### config.mk
export PLATFORM = sky130hd
export DESIGN_NAME = mem_arbiter
export DESIGN_NICKNAME = d
export VERILOG_FILES = /design/src/rtl/memarb_pkg.sv /design/src/rtl/rr_pick2.sv /design/src/rtl/mem_arbiter.sv
export SDC_FILE = /design/constraint.sdc
export NUM_CORES = 1
export LEC_CHECK = 0
export ABC_AREA = 0
export CAP_MARGIN = 20
export CORE_UTILIZATION = 31
export CTS_CLUSTER_SIZE = 40
export DETAILED_ROUTE_END_ITERATION = 8
export PLACE_DENSITY = 0.78
export SLEW_MARGIN = 0
export SYNTH_ARGS = -nofsm -noshare
export SYNTH_HDL_FRONTEND = slang
export SYNTH_SLANG_ARGS = --single-unit
### constraint.sdc
create_clock -name clk -period 2.8 [get_ports clk]
set_clock_uncertainty 0.05 [all_clocks]
set_input_delay 0.84 -clock clk [delete_from_list [all_inputs] [get_ports clk]]
set_output_delay 0.84 -clock clk [all_outputs]
set_load 0.01 [all_outputs]
### src/rtl/memarb_pkg.sv
// Purpose: shared types and constants for the two-requester data-memory arbiter.
// Latency: n/a (types and constants only).
// Backpressure: n/a.
package memarb_pkg;

  // Arbiter ownership state: free for arbitration, or held by a locked burst.
  typedef enum logic [1:0] {
    ST_IDLE = 2'd0,
    ST_OWN0 = 2'd1,
    ST_OWN1 = 2'd2
  } state_e;

  // Requester indices: CPU load/store port and loader/DMA port.
  localparam logic REQ_CPU = 1'b0;
  localparam logic REQ_DMA = 1'b1;

  // Default widths and burst limit.
  localparam int DEF_DATA_W    = 16;
  localparam int DEF_ADDR_W    = 16;
  localparam int DEF_BURST_MAX = 4;

  // Ownership state held by requester idx.
  function automatic state_e own_state(input logic idx);
    return (idx == REQ_DMA) ? ST_OWN1 : ST_OWN0;
  endfunction

endpackage

### src/rtl/rr_pick2.sv
// Purpose: combinational 2-way round-robin selector.
// Latency: 0 cycles (pure combinational).
// Backpressure: none; the loser simply sees no grant and keeps requesting.
// Ports: req0_i/req1_i requests, last_i most recently granted index,
//        winner_o selected index, valid_o any request present.
module rr_pick2
  import memarb_pkg::*;
(
  input  logic req0_i,
  input  logic req1_i,
  input  logic last_i,
  output logic winner_o,
  output logic valid_o
);

  always_comb begin
    valid_o  = req0_i | req1_i;
    winner_o = REQ_CPU;
    if (req0_i && req1_i) begin
      // Tie: the requester that was not served last wins.
      winner_o = ~last_i;
    end else if (req1_i) begin
      winner_o = REQ_DMA;
    end
  end

endmodule

### src/rtl/mem_arbiter.sv
// Purpose: round-robin arbiter with locked bursts sharing one single-port data memory.
// Latency: grant same cycle as request; write commits at the closing edge; read data +1 cycle.
// Backpressure: a requester without gnt must hold req/we/addr/wdata; bursts cap the wait at BURST_MAX.
// Ports: req*/lock*/we*/addr*/wdata* requester side, gnt* combinational grants,
//        rvalid*/rdata registered read return, mem_* memory side.
// Optional: define MEMARB_PERF_CNT_EN to add the 16-bit saturating conflict_cnt output.
module mem_arbiter
  import memarb_pkg::*;
#(
  parameter int DATA_W    = DEF_DATA_W,
  parameter int ADDR_W    = DEF_ADDR_W,
  parameter int BURST_MAX = DEF_BURST_MAX
) (
  input  logic              clk,
  input  logic              rst_n,
  input  logic              req0,
  input  logic              req1,
  input  logic              lock0,
  input  logic              lock1,
  input  logic              we0,
  input  logic              we1,
  input  logic [ADDR_W-1:0] addr0,
  input  logic [ADDR_W-1:0] addr1,
  input  logic [DATA_W-1:0] wdata0,
  input  logic [DATA_W-1:0] wdata1,
  output logic              gnt0,
  output logic              gnt1,
  output logic              rvalid0,
  output logic              rvalid1,
  output logic [DATA_W-1:0] rdata,
  output logic              mem_we,
  output logic [ADDR_W-1:0] mem_addr,
  output logic [DATA_W-1:0] mem_wdata,
  input  logic [DATA_W-1:0] mem_rdata
`ifdef MEMARB_PERF_CNT_EN
  ,
  output logic [15:0]       conflict_cnt
`endif
);

  localparam int CNT_W = $clog2(BURST_MAX + 1);
  localparam logic [CNT_W-1:0] BMAX = CNT_W'(BURST_MAX);

  state_e           state_q, state_d;
  logic             last_q, last_d;
  logic [CNT_W-1:0] burst_q, burst_d;
  logic             rvalid0_q, rvalid1_q;
  logic [DATA_W-1:0] rdata_q;

  logic pick_win, pick_vld;
  logic keep0, keep1;
  logic grant_any, grant_idx;
  logic win_lock;
  logic rd0, rd1;

  rr_pick2 u_pick (
    .req0_i   (req0),
    .req1_i   (req1),
    .last_i   (last_q),
    .winner_o (pick_win),
    .valid_o  (pick_vld)
  );

  assign win_lock = (pick_win == REQ_DMA) ? lock1 : lock0;

  // The owner keeps the memory while it still asks with lock, unless it has
  // used up its burst allowance and the other side is waiting.
  assign keep0 = (state_q == ST_OWN0) && req0 && lock0 && ((burst_q < BMAX) || !req1);
  assign keep1 = (state_q == ST_OWN1) && req1 && lock1 && ((burst_q < BMAX) || !req0);

  always_comb begin
    state_d   = state_q;
    last_d    = last_q;
    burst_d   = burst_q;
    grant_any = 1'b0;
    grant_idx = REQ_CPU;

    if (keep0 || keep1) begin
      grant_any = 1'b1;
      grant_idx = keep1 ? REQ_DMA : REQ_CPU;
      burst_d   = (burst_q == BMAX) ? burst_q : burst_q + 1'b1;
    end else if (pick_vld) begin
      // Released or idle: arbitrate in the same cycle so there is no bubble.
      grant_any = 1'b1;
      grant_idx = pick_win;
      if (win_lock) begin
        state_d = own_state(pick_win);
        burst_d = CNT_W'(1);
      end else begin
        state_d = ST_IDLE;
        burst_d = '0;
      end
    end else begin
      state_d = ST_IDLE;
      burst_d = '0;
    end

    if (grant_any) begin
      last_d = grant_idx;
    end
  end

  // Grants are gated by reset so nothing reaches memory while rst_n is low.
  assign gnt0 = rst_n & grant_any & (grant_idx == REQ_CPU);
  assign gnt1 = rst_n & grant_any & (grant_idx == REQ_DMA);

  always_comb begin
    mem_we    = 1'b0;
    mem_addr  = '0;
    mem_wdata = '0;
    if (gnt0) begin
      mem_we    = we0;
      mem_addr  = addr0;
      mem_wdata = wdata0;
    end else if (gnt1) begin
      mem_we    = we1;
      mem_addr  = addr1;
      mem_wdata = wdata1;
    end
  end

  assign rd0 = gnt0 & ~we0;
  assign rd1 = gnt1 & ~we1;

  always_ff @(posedge clk or negedge rst_n) begin
    if (!rst_n) begin
      state_q   <= ST_IDLE;
      last_q    <= REQ_DMA;
      burst_q   <= '0;
      rvalid0_q <= 1'b0;
      rvalid1_q <= 1'b0;
      rdata_q   <= '0;
    end else begin
      state_q   <= state_d;
      last_q    <= last_d;
      burst_q   <= burst_d;
      rvalid0_q <= rd0;
      rvalid1_q <= rd1;
      if (rd0 || rd1) begin
        rdata_q <= mem_rdata;
      end
    end
  end

  assign rvalid0 = rvalid0_q;
  assign rvalid1 = rvalid1_q;
  assign rdata   = rdata_q;

`ifdef MEMARB_PERF_CNT_EN
  logic [15:0] conflict_q;
  logic        conflict;

  // One count per cycle in which at least one requester is kept waiting.
  assign conflict = (req0 & ~gnt0) | (req1 & ~gnt1);

  always_ff @(posedge clk or negedge rst_n) begin
    if (!rst_n) begin
      conflict_q <= '0;
    end else if (conflict && (conflict_q != 16'hFFFF)) begin
      conflict_q <= conflict_q + 16'd1;
    end
  end

  assign conflict_cnt = conflict_q;
`endif

endmodule

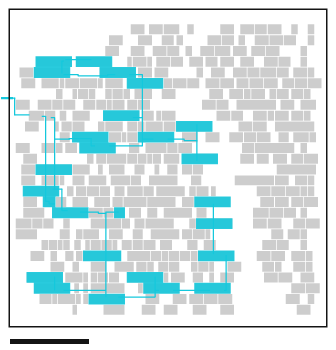
Run 1: port wiring
The bar under the picture is 20 um long.
| colour | port | bits | direction | end cells | buffers | wire |
|---|---|---|---|---|---|---|
| cyan | rst_n | 1 | input | 26 | 2 | 241 um |

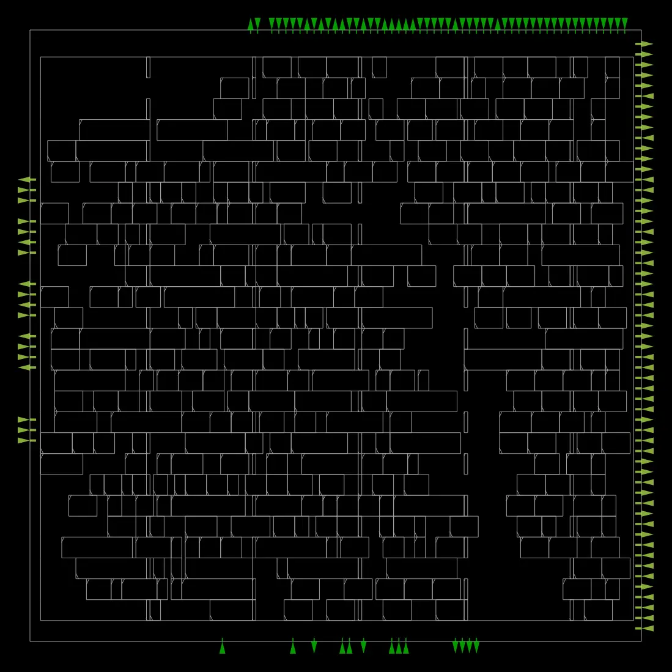
Run 1: placed standard cells
fill count: 457
Cell Count, Final, Fillers Out: 441

==> results.tsv, run 1 <==
metric	value	unit
outcome	finished with violations	
violations	setup timing	
chip_area	6350	um^2
synthTopCellsByCount	33 x a22o_1, 23 x dfrtp_1, 23 x nand2_1, 18 x nand3_1	
n_tap_cell	72	
min_path_type	reg2reg	
fp_util	33.0	%
lay_top_cells	100 x clkdlybuf4s50_1, 33 x a22o_1, 28 x buf_2	
drc	0	
hpwl	5480	um
htree_num_levels	1	
ff2ff_path_depth	7	
setup_violations	35	
critPathSlowestCell	and4b_1	
tns	-7.00	ns
slew_viol_final	0	
rsz0062_at_grt	true	
critPathTopFamily	buffers and inverters	
synth_cell_types	33	
power	1.41	mW
largestClassByArea	non-clock buffers	
pwr-share-clk	15.5	%
syn-instance-count	205	
r2r-start	state_q[0]$_DFFE_PN0N_	
p_sw_share	32.5	%
synth_area	1870	um^2
setup_ws	-0.276	ns
cts_sinks	24	
combinationalPower	737	uW
endpoint_kind	output port	
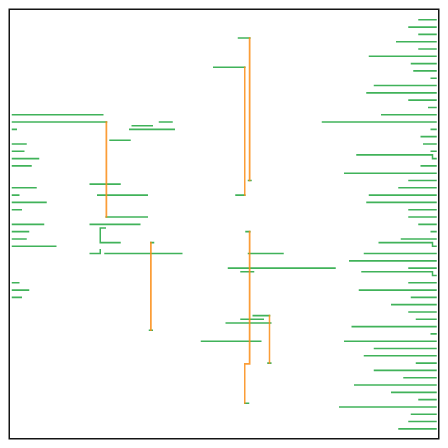
Run 1: metal layers overlaid
Only two layers are drawn.
| colour | layer | wire length |
|---|---|---|
| orange | M4 | 126 um |
| green | M3 | 671 um |

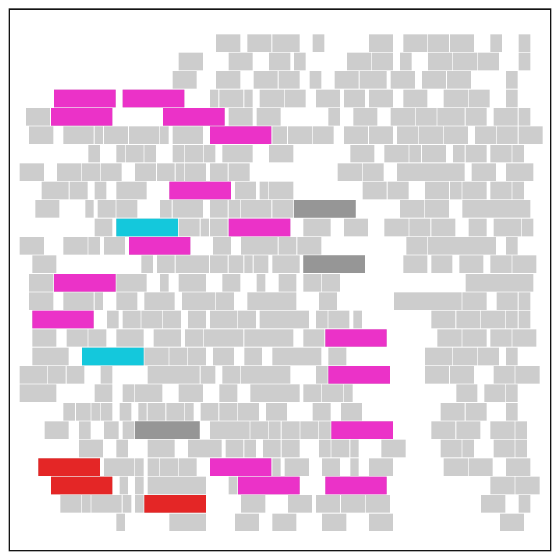
Run 1: register map, names as in the netlist
| colour | name in the netlist | sequential cells |
|---|---|---|
| red | burst_q | 3 |
| cyan | state_q | 2 |
| magenta | rdata | 16 |
not coloured: 3
Seq/total area: 16.1%
Finished Core Util: 66.0%
Flop area: 602 um^2
Flop+latch power: 454 uW

run 1: worst min-delay path, delay by kind of cell, from the launching register on:
family	cells	cell delay (ns)
compound gates	1	0.07
flops	1	0.38
simple gates	1	0.06
run 1: layer usage:
| layer | routed length [um] | track usage (%) | share of wire (%) | up-vias |
|---|---|---|---|---|
| li1 | - | - | - | 1135 |
| met1 | 3030 | 28.2 | 37 | 1183 |
| met2 | 4290 | 47.7 | 53 | 122 |
| met3 | 670 | 4.34 | 8.2 | 12 |
| met4 | 126 | 6.36 | 1.6 | 0 |
| met5 | 0 | 0 | 0 | - |
Run 1, metal 2:
The bar under the picture is 20 um long.
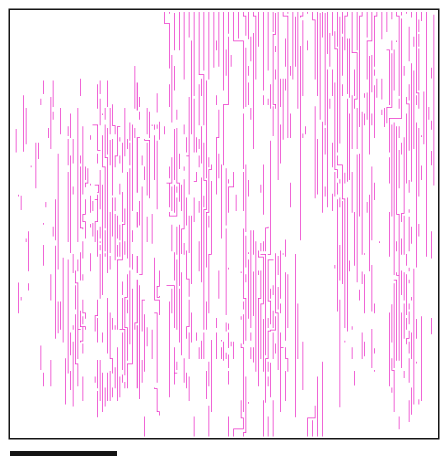

==> run 2: changes to the inputs <==
- REMOVE_ABC_BUFFERS: unset -> 1
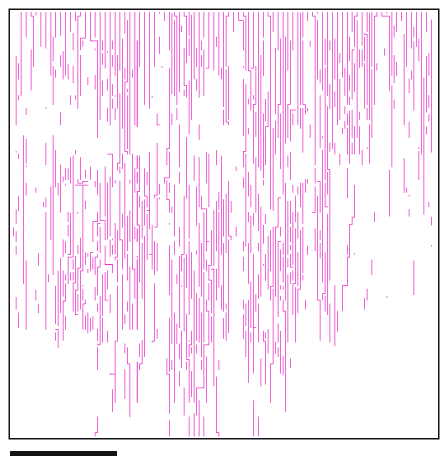
Run 2: metal 2
The bar under the picture is 20 um long.
share of all routed wire: 50%
main direction: vertical
longest straight run: 35.9 um
nets with wire on the layer: 397
wire length on this layer: 4220 um
wirelength, routed: 8500 um
Vias: 2442
GRT met2 Usage: 42.7%

==> run 2 against run 1 <==
Effect of this change: the run still ends with setup timing left; core utilization fell by 1.3 points; non-clock buffer count is 5 lower; sequential share of layout area up 0.32 points; critical path type unchanged; largest power group unchanged; synthesized cell count stayed put; setup slack better by 0.014 ns; die area did not move; count of clock-buffer cells in the layout did not move.
==> results.tsv, run 2 <==
metric	value	unit	change
drc	0		unchanged
outcome	finished with violations		unchanged
slew_viol_final	0		unchanged
grt.overflow.total	0		unchanged
leakagePower	1.59	nW	was 1.62 nW
wl_met2	4220	um	was 4290 um
wl_met1	3570	um	was 3030 um
synth_flop_count	24		unchanged
top_cell	a22o_1		unchanged
htree_num_levels	1		unchanged
combinationalPower	731	uW	was 737 uW
hpwl	5600	um	was 5480 um
cts_tree	done		unchanged
cts_sinks	24		unchanged
pwr-share-clk	17.0	%	was 15.5%
hold_path_end	rdata[5]$_DFFE_PN0P_		was rdata[2]$_DFFE_PN0P_
viasPerCell	5.60		was 5.56
rsz0062_at_grt	true		unchanged
p_sw_share	32.5	%	about the same
syn-instance-count	205		unchanged
violations	setup timing		unchanged
setup_ws	-0.262	ns	was -0.276 ns
endpoint_kind	output port		unchanged
fillers	445		was 457
fin_util	64.7	%	was 66.0%
power	1.43	mW	was 1.41 mW
seq-power	455	uW	was 454 uW
chip_area	6350	um^2	unchanged
synth_area	1870	um^2	unchanged
grtUsageMet3	4.11	%	was 4.34%
setup_violations	34		was 35
dr_wl_met3	593	um	was 670 um
r2r-start	state_q[0]$_DFFE_PN0N_		unchanged
fmax	327	MHz	was 325 MHz
tns	-6.65	ns	was -7.00 ns
fp_util	33.0	%	unchanged
finalNonFillerCells	436		was 441
run 2: critical path, cell delays in order:
cell and delay [ns]:
buf_8 0.09, nand4b_4 0.11, o211a_4 0.28, nor3_4 0.22
buf_12 0.17, buf_16 0.12, a22o_1 0.18, buf_2 0.15
run 2: cell type report:
class	instances	area share, %
Tap cell	72	2.45
Sequential cell	24	16.4
Inverter	3	0.307
Timing Repair Buffer	179	47.0
Multi-Input combinational cell	154	32.4
Clock buffer	4	1.50
run 2: cells by family after synthesis:
| logic type | Yosys count |
|---|---|
| adders and majority gates | 2 |
| buffers and inverters | 27 |
| and+or+nand+nor | 70 |
| muxes | 2 |
| DFF | 24 |
| xor gates and xnor gates | 1 |
| AOI/OAI and AO/OA | 79 |
Run 2, register map, names as in the netlist:
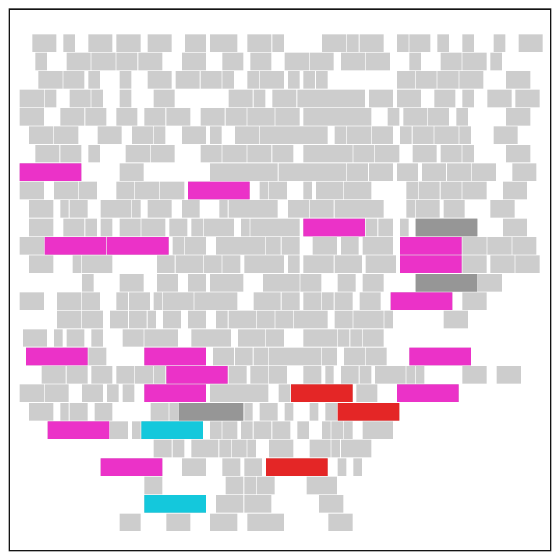

==> run 3: changes to the inputs <==
- CORE_MARGIN: unset -> 3
- CTS_CLUSTER_DIAMETER: unset -> 120
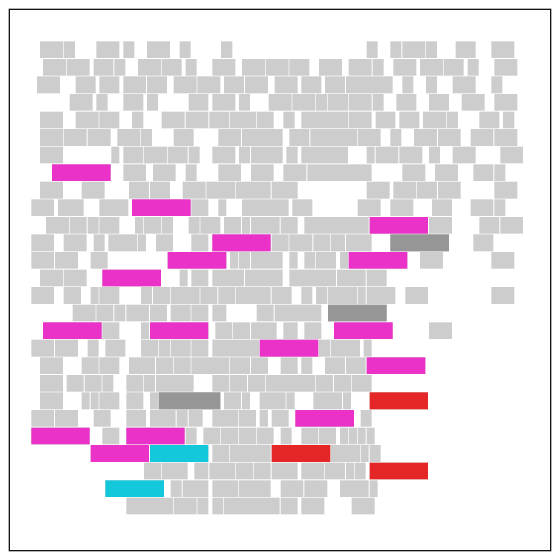
Run 3: register map, names as in the netlist
| colour | name in the netlist | sequential cells |
|---|---|---|
| magenta | rdata | 16 |
| red | burst_q | 3 |
| cyan | state_q | 2 |
not coloured: 3

==> run 3 against run 2 <==
Effect of this change: the run still ends with setup timing left; synthesized cell count unchanged; sequential power barely moved; via count up 2.1%; clock power up 6%; critical endpoint is now mem_wdata[14]; largest cell class unchanged.
==> results.tsv, run 3 <==
metric	value	unit	change
wl	9160	um	was 8500 um
setup_ws	-0.261	ns	was -0.262 ns
leakagePower	1.63	nW	was 1.59 nW
top_cell	a22o_1		unchanged
slew_viol_final	0		unchanged
dr_wl_met3	496	um	was 593 um
rsz0062_at_grt	true		unchanged
max_stage_delay	0.25	ns	was 0.28 ns
fin_util	66.1	%	was 64.7%
synth_cell_types	33		unchanged
outcome	finished with violations		unchanged
nNonClkInverters	3		unchanged
violations	setup timing		unchanged
synth_flop_count	24		unchanged
use_met2	46.2	%	was 42.7%
min_path_type	reg2reg		unchanged
fp_util	33.0	%	unchanged
area.share.sequential	16.0	%	was 16.4%
setup_violations	34		unchanged
n_tap_cell	72		unchanged
run 3: cell counts after synthesis:
No cell type changed its count.
run 3: worst min-delay path by stage:
stage                                        to  slack (ns)
final                     rdata[12]$_DFFE_PN0P_        0.51
after global routing       rdata[5]$_DFFE_PN0P_        0.54
after CTS                  rdata[7]$_DFFE_PN0P_        0.51
after detailed placement   rdata[0]$_DFFE_PN0P_        0.49
after global placement    rdata[12]$_DFFE_PN0P_        0.49
after floorplan              last_q$_DFFE_PN1P_        0.48
run 3: cell families after synthesis:
group,share of synthesized area (%)
AOI/OAI and AO/OA,37.1
and+or+nand+nor,20.8
buffers and inverters,6.76
DFF,32.2
muxes,1.34
adders and majority gates,1.34
xor gates and xnor gates,0.468
Power is estimated from default activity; no workload was simulated.
